==> config.mk <==
export PLATFORM = sky130hd
export DESIGN_NAME = down_cnt_timer
export DESIGN_NICKNAME = d
export VERILOG_FILES = /design/src/rtl/down_cnt_timer.sv
export SDC_FILE = /design/constraint.sdc
export NUM_CORES = 1
export LEC_CHECK = 0
export CELL_PAD_IN_SITES_DETAIL_PLACEMENT = 1
export CELL_PAD_IN_SITES_GLOBAL_PLACEMENT = 1
export CORE_MARGIN = 4
export CORE_UTILIZATION = 38
export CTS_BUF_LIST = sky130_fd_sc_hd__clkbuf_8 sky130_fd_sc_hd__clkbuf_16
export CTS_CLUSTER_DIAMETER = 200
export DETAILED_ROUTE_END_ITERATION = 6
export GPL_TIMING_DRIVEN = 0
export PLACE_DENSITY_LB_ADDON = 0.3
export SETUP_SLACK_MARGIN = 0.3
export SLEW_MARGIN = 20
export SYNTH_ARGS = -nofsm -noshare
export SYNTH_HDL_FRONTEND = slang
export SYNTH_SLANG_ARGS = --single-unit
==> constraint.sdc <==
create_clock -name clk -period 4 [get_ports clk]
set_clock_uncertainty 0.2 [all_clocks]
set_input_delay 0.8 -clock clk [delete_from_list [all_inputs] [get_ports clk]]
set_output_delay 0.8 -clock clk [all_outputs]
set_load 0.01 [all_outputs]
### M1 wires, run 1

Scale bar: 20 microns. Supply wires on this layer in grey.
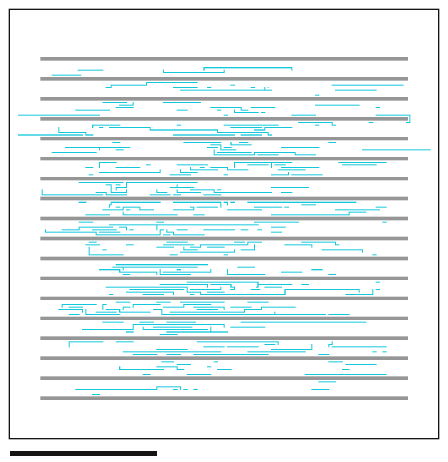
share of all routed wire: 44%
main direction: horizontal
longest straight run: 22.3 microns
nets with wire on the layer: 112
final wirelength: 2600 microns
GR Util met1: 22.5%
DR vias: 804

### The metal 2 layer, run 1

Cells faint in the background.
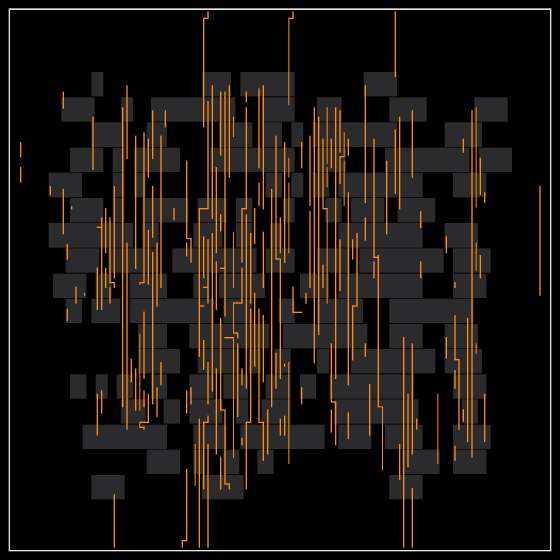
share of all routed wire: 49%
main direction: vertical
met2 GRT Util: 26.6%

### Signal wires on met3, run 1

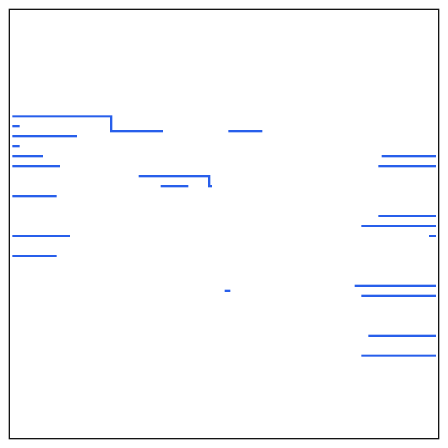
wire length on this layer: 153 microns
share of all routed wire: 5.9%
longest straight run: 13.3 microns
main direction: horizontal
nets with wire on the layer: 20
met3 GRT Util: 4.61%

==> out/metrics.yaml, run 1 <==
status: "complete, no violations"
syn_nets: 104
seq_share_pct: 34.8
core_area_sq_um: 2320
slew_viol_final: 0
internal-power_uw: 403
syn-instance-count: 87
synthTopCellsByArea: "dfrtp_1 (47%), mux2_2 (9.4%), a21oi_1 (3.6%), mux2i_1 (3.1%), a2bb2oi_1 (2.7%)"
finalSetupTns_ps: 0
max_cap_violations: 0
crit_slowest_cell: "clkdlybuf4s50_1"
grt.total_usage_pct: 17.0
area_growth_syn_to_layout_pct: 34.3
drt-initial-drc-count: 17
layout-drive-gt1-share_pct: 18.3
synth-edff-count: 0
fillers: 255
grt_pass1_wl_microns: 4410
setup_violations: 0
slowest_delay_ps: 540
cts_tree: "built"
ys_seq_share_pct: 46.8
synth-seq-cells: 18
==> run 1: cell families (layout without fill, tap and decap cells) <==
group                    Yosys count  count (layout)  synth area share [%]
AND-OR/OR-AND                     27              27                  19.2
adder cells (fa/ha/maj)            2               2                  2.60
buffers and inverters              7              35                  2.99
flip-flops                        18              18                  46.8
multiplexers                      11              11                  12.5
AND/OR/NAND/NOR                   22              22                  16.0
==> run 1: synth_stat cells, types with 2 or more instances <==
| library cell | n |
|---|---|
| mux2_2 | 8 |
| dfrtp_1 | 18 |
| nor2_1 | 4 |
| a21oi_1 | 7 |
| o21ai_0 | 4 |
| nand2_1 | 6 |
| buf_2 | 2 |
| mux2i_1 | 3 |
| ha_1 | 2 |
| o21ai_1 | 4 |
| nand4b_1 | 3 |
| a2bb2oi_1 | 3 |
| o2bb2ai_1 | 2 |
| inv_1 | 5 |
==> run 1: power groups by stage <==
| stage | Clock (mW) | Sequential (mW) | Combinational [mW] |
|---|---|---|---|
| final | 0.148 | 0.261 | 0.193 |
| after global routing | 0.160 | 0.267 | 0.210 |
| after CTS | 0.151 | 0.260 | 0.195 |
| after detailed placement | 0 | 0.263 | 0.191 |
| after global placement | 0 | 0.261 | 0.183 |
| after floorplan | 0 | 0.266 | 0.0916 |
==> run 1: per-layer routing <==
layer	global-route usage [%]	part of all wire, %	vias up	routed length [microns]
li1	-	-	381	-
met4	5.96	1.1	0	29
met3	4.61	5.8	4	152
met1	22.5	44	397	1140
met2	26.6	49	22	1280
met5	0	0	-	0
==> run 1: stage by stage <==
step / setup WS [ps] / area, sq um / hold WS, ps
floorplan: 1640 / 963 / 268
global placement: 1010 / 1240 / 281
detailed placement: 984 / 1240 / 286
CTS: 712 / 1290 / 301
global route: 556 / 1290 / 328
finish: 746 / 1290 / 297
==> run 1 -> run 2 <==
--- a/config.mk
+++ b/config.mk
@@ -8,7 +8,7 @@
 export CELL_PAD_IN_SITES_DETAIL_PLACEMENT = 1
 export CELL_PAD_IN_SITES_GLOBAL_PLACEMENT = 1
 export CORE_MARGIN = 4
-export CORE_UTILIZATION = 38
+export CORE_UTILIZATION = 36
 export CTS_BUF_LIST = sky130_fd_sc_hd__clkbuf_8 sky130_fd_sc_hd__clkbuf_16
 export CTS_CLUSTER_DIAMETER = 200
 export DETAILED_ROUTE_END_ITERATION = 6
==> constraint.sdc (replaced) <==
create_clock -name clk -period 3.2 [get_ports clk]
set_clock_uncertainty 0.2 [all_clocks]
set_input_delay 0.64 -clock clk [delete_from_list [all_inputs] [get_ports clk]]
set_output_delay 0.64 -clock clk [all_outputs]
set_load 0.01 [all_outputs]
### The metal 2 layer, run 2

Cells faint in the background.
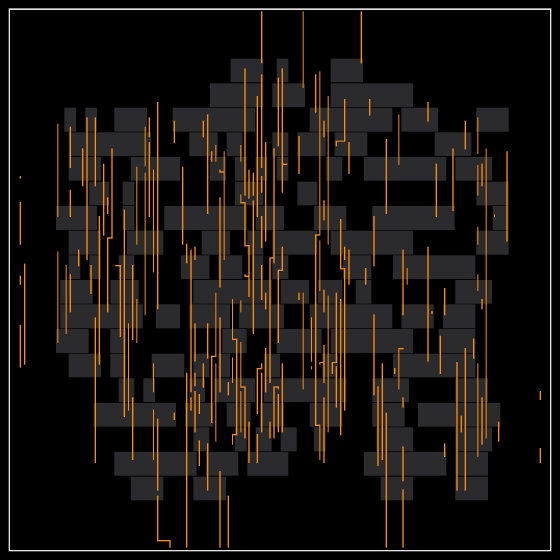
longest straight run: 32.0 microns
main direction: vertical
wire length on this layer: 1,150 microns
nets with wire on the layer: 116
share of all routed wire: 48%
met2 GRT Util: 25.6%
DR vias: 790
final wirelength: 2390 microns

==> run 2 against run 1 <==
Worst setup slack lost 280 ps. Final area barely moved. Combinational power up 23%. Largest cell class unchanged. Synthesized cell count did not move. Clock power increased by 3%. Core utilization fell by 4.6 points. Via count fell by 1.7%. Highest routed layer unchanged.
==> out/metrics.yaml, run 2 <==
synth-seq-cells: 18  # unchanged
synth.distinct_cells: 30
dp_slack_ps: 403  # -582 ps
final_cell_mix: "clkdlybuf4s50_1 (23), dfrtp_1 (18), mux2_2 (8)"
setup_violations: 0  # unchanged
grt_pass1_wl_microns: 4170  # -5.3%
area_growth_syn_to_layout_pct: 34.2  # about the same
layout-drive-gt1-share_pct: 19.1  # +0.87 points
max_cap_violations: 0  # unchanged
crit_path_max_fanout: 4
synthTopCellsByArea: "dfrtp_1 (47%), mux2_2 (9.4%), a21oi_1 (3.6%), mux2i_1 (3.1%), a2bb2oi_1 (2.7%)"
setup_ws_ps: 461  # -285 ps
ys_cells: 87
cts_max_level: 1
drt-initial-drc-count: 21  # +4
instances_no_fill: 145
postLayoutCoreUtil_pct: 51.2
period_needed_ps: 2740
placed_area_sq_um: 1240  # +0.20%
rows: 18
critPathCaptureType: "output pin"
slew_viol_final: 0  # unchanged
grt_max_degree: 19
common_cells: "dfrtp_1 (18), mux2_2 (8), a21oi_1 (7)"
grt_antenna_before_repair: 0
syn_nets: 104  # unchanged
cts_tree: "built"
ys_seq_share_pct: 46.8  # unchanged
fillers: 296  # +16%
status: "complete, no violations"
syn-instance-count: 87  # unchanged
finalSetupTns_ps: 0  # unchanged
avgRoutedWirePerCell_microns: 16.5
synth.most_common_cell: "dfrtp_1"
core_area_sq_um: 2520  # +8.8%
cts_hold_buf: 0
synth-edff-count: 0  # unchanged
synth-warning-count: 0
grt.total_usage_pct: 15.4  # -1.6 points
final_area_sq_um: 1290  # about the same
## run 2: cell counts after synthesis
No cell type changed its count.
## run 2: critical path: stages (launching register included)
cell	delay, ps
dfrtp_1	440
inv_2	110
ha_1	150
nor4b_4	220
nand2_1	130
inv_1	80
clkdlybuf4s50_1	530
## run 2: power by group
part,internal (mW),switching [mW],total (mW)
clock,0.0833,0.0700,0.153
sequential,0.267,0.0579,0.325
combinational,0.129,0.107,0.237
## run 2: stage by stage
stage / hold slack, ps / total power, mW
final: 298 / 0.715
after global routing: 313 / 0.761
after CTS: 303 / 0.721
after detailed placement: 286 / 0.566
after global placement: 283 / 0.554
after floorplan: 144 / 0.446
## run 2: cell type report
| class | count | area [sq um] | share of cell area, % |
|---|---|---|---|
| multi-input combinational | 62 | 484 | 37.5 |
| clock buffer | 3 | 41.3 | 3.19 |
| inverter | 5 | 18.8 | 1.45 |
| buffer | 2 | 10.0 | 0.774 |
| tap | 30 | 37.5 | 2.90 |
| timing repair buffer | 25 | 250 | 19.4 |
| sequential | 18 | 450 | 34.8 |
## run 2: layer usage
layer	track usage (%)	share of wire (%)	up-vias
li1	-	-	385
met3	2.81	6.2	2
met5	0	0	-
met4	3.80	0.79	0
met1	20.5	45	381
met2	25.6	48	22
## run 2: logic make-up (layout without fill, tap and decap cells)
| group | count (synthesis) | after routing | share of synthesized area (%) |
|---|---|---|---|
| DFF | 18 | 18 | 46.8 |
| and+or+nand+nor | 22 | 22 | 16.0 |
| AOI/OAI and AO/OA | 27 | 27 | 19.2 |
| muxes | 11 | 11 | 12.5 |
| buffers and inverters | 7 | 35 | 2.99 |
| adders and majority gates | 2 | 2 | 2.60 |
## run 2: what timing repair did
item | CTS | global route
pin swaps | 0 | 1
endpoints found under the setup margin | 2 | 2
setup buffers | 1 | 0
gates cloned | 0 | 0
resized | 0 | 2
Power and IR drop assume default switching activity.
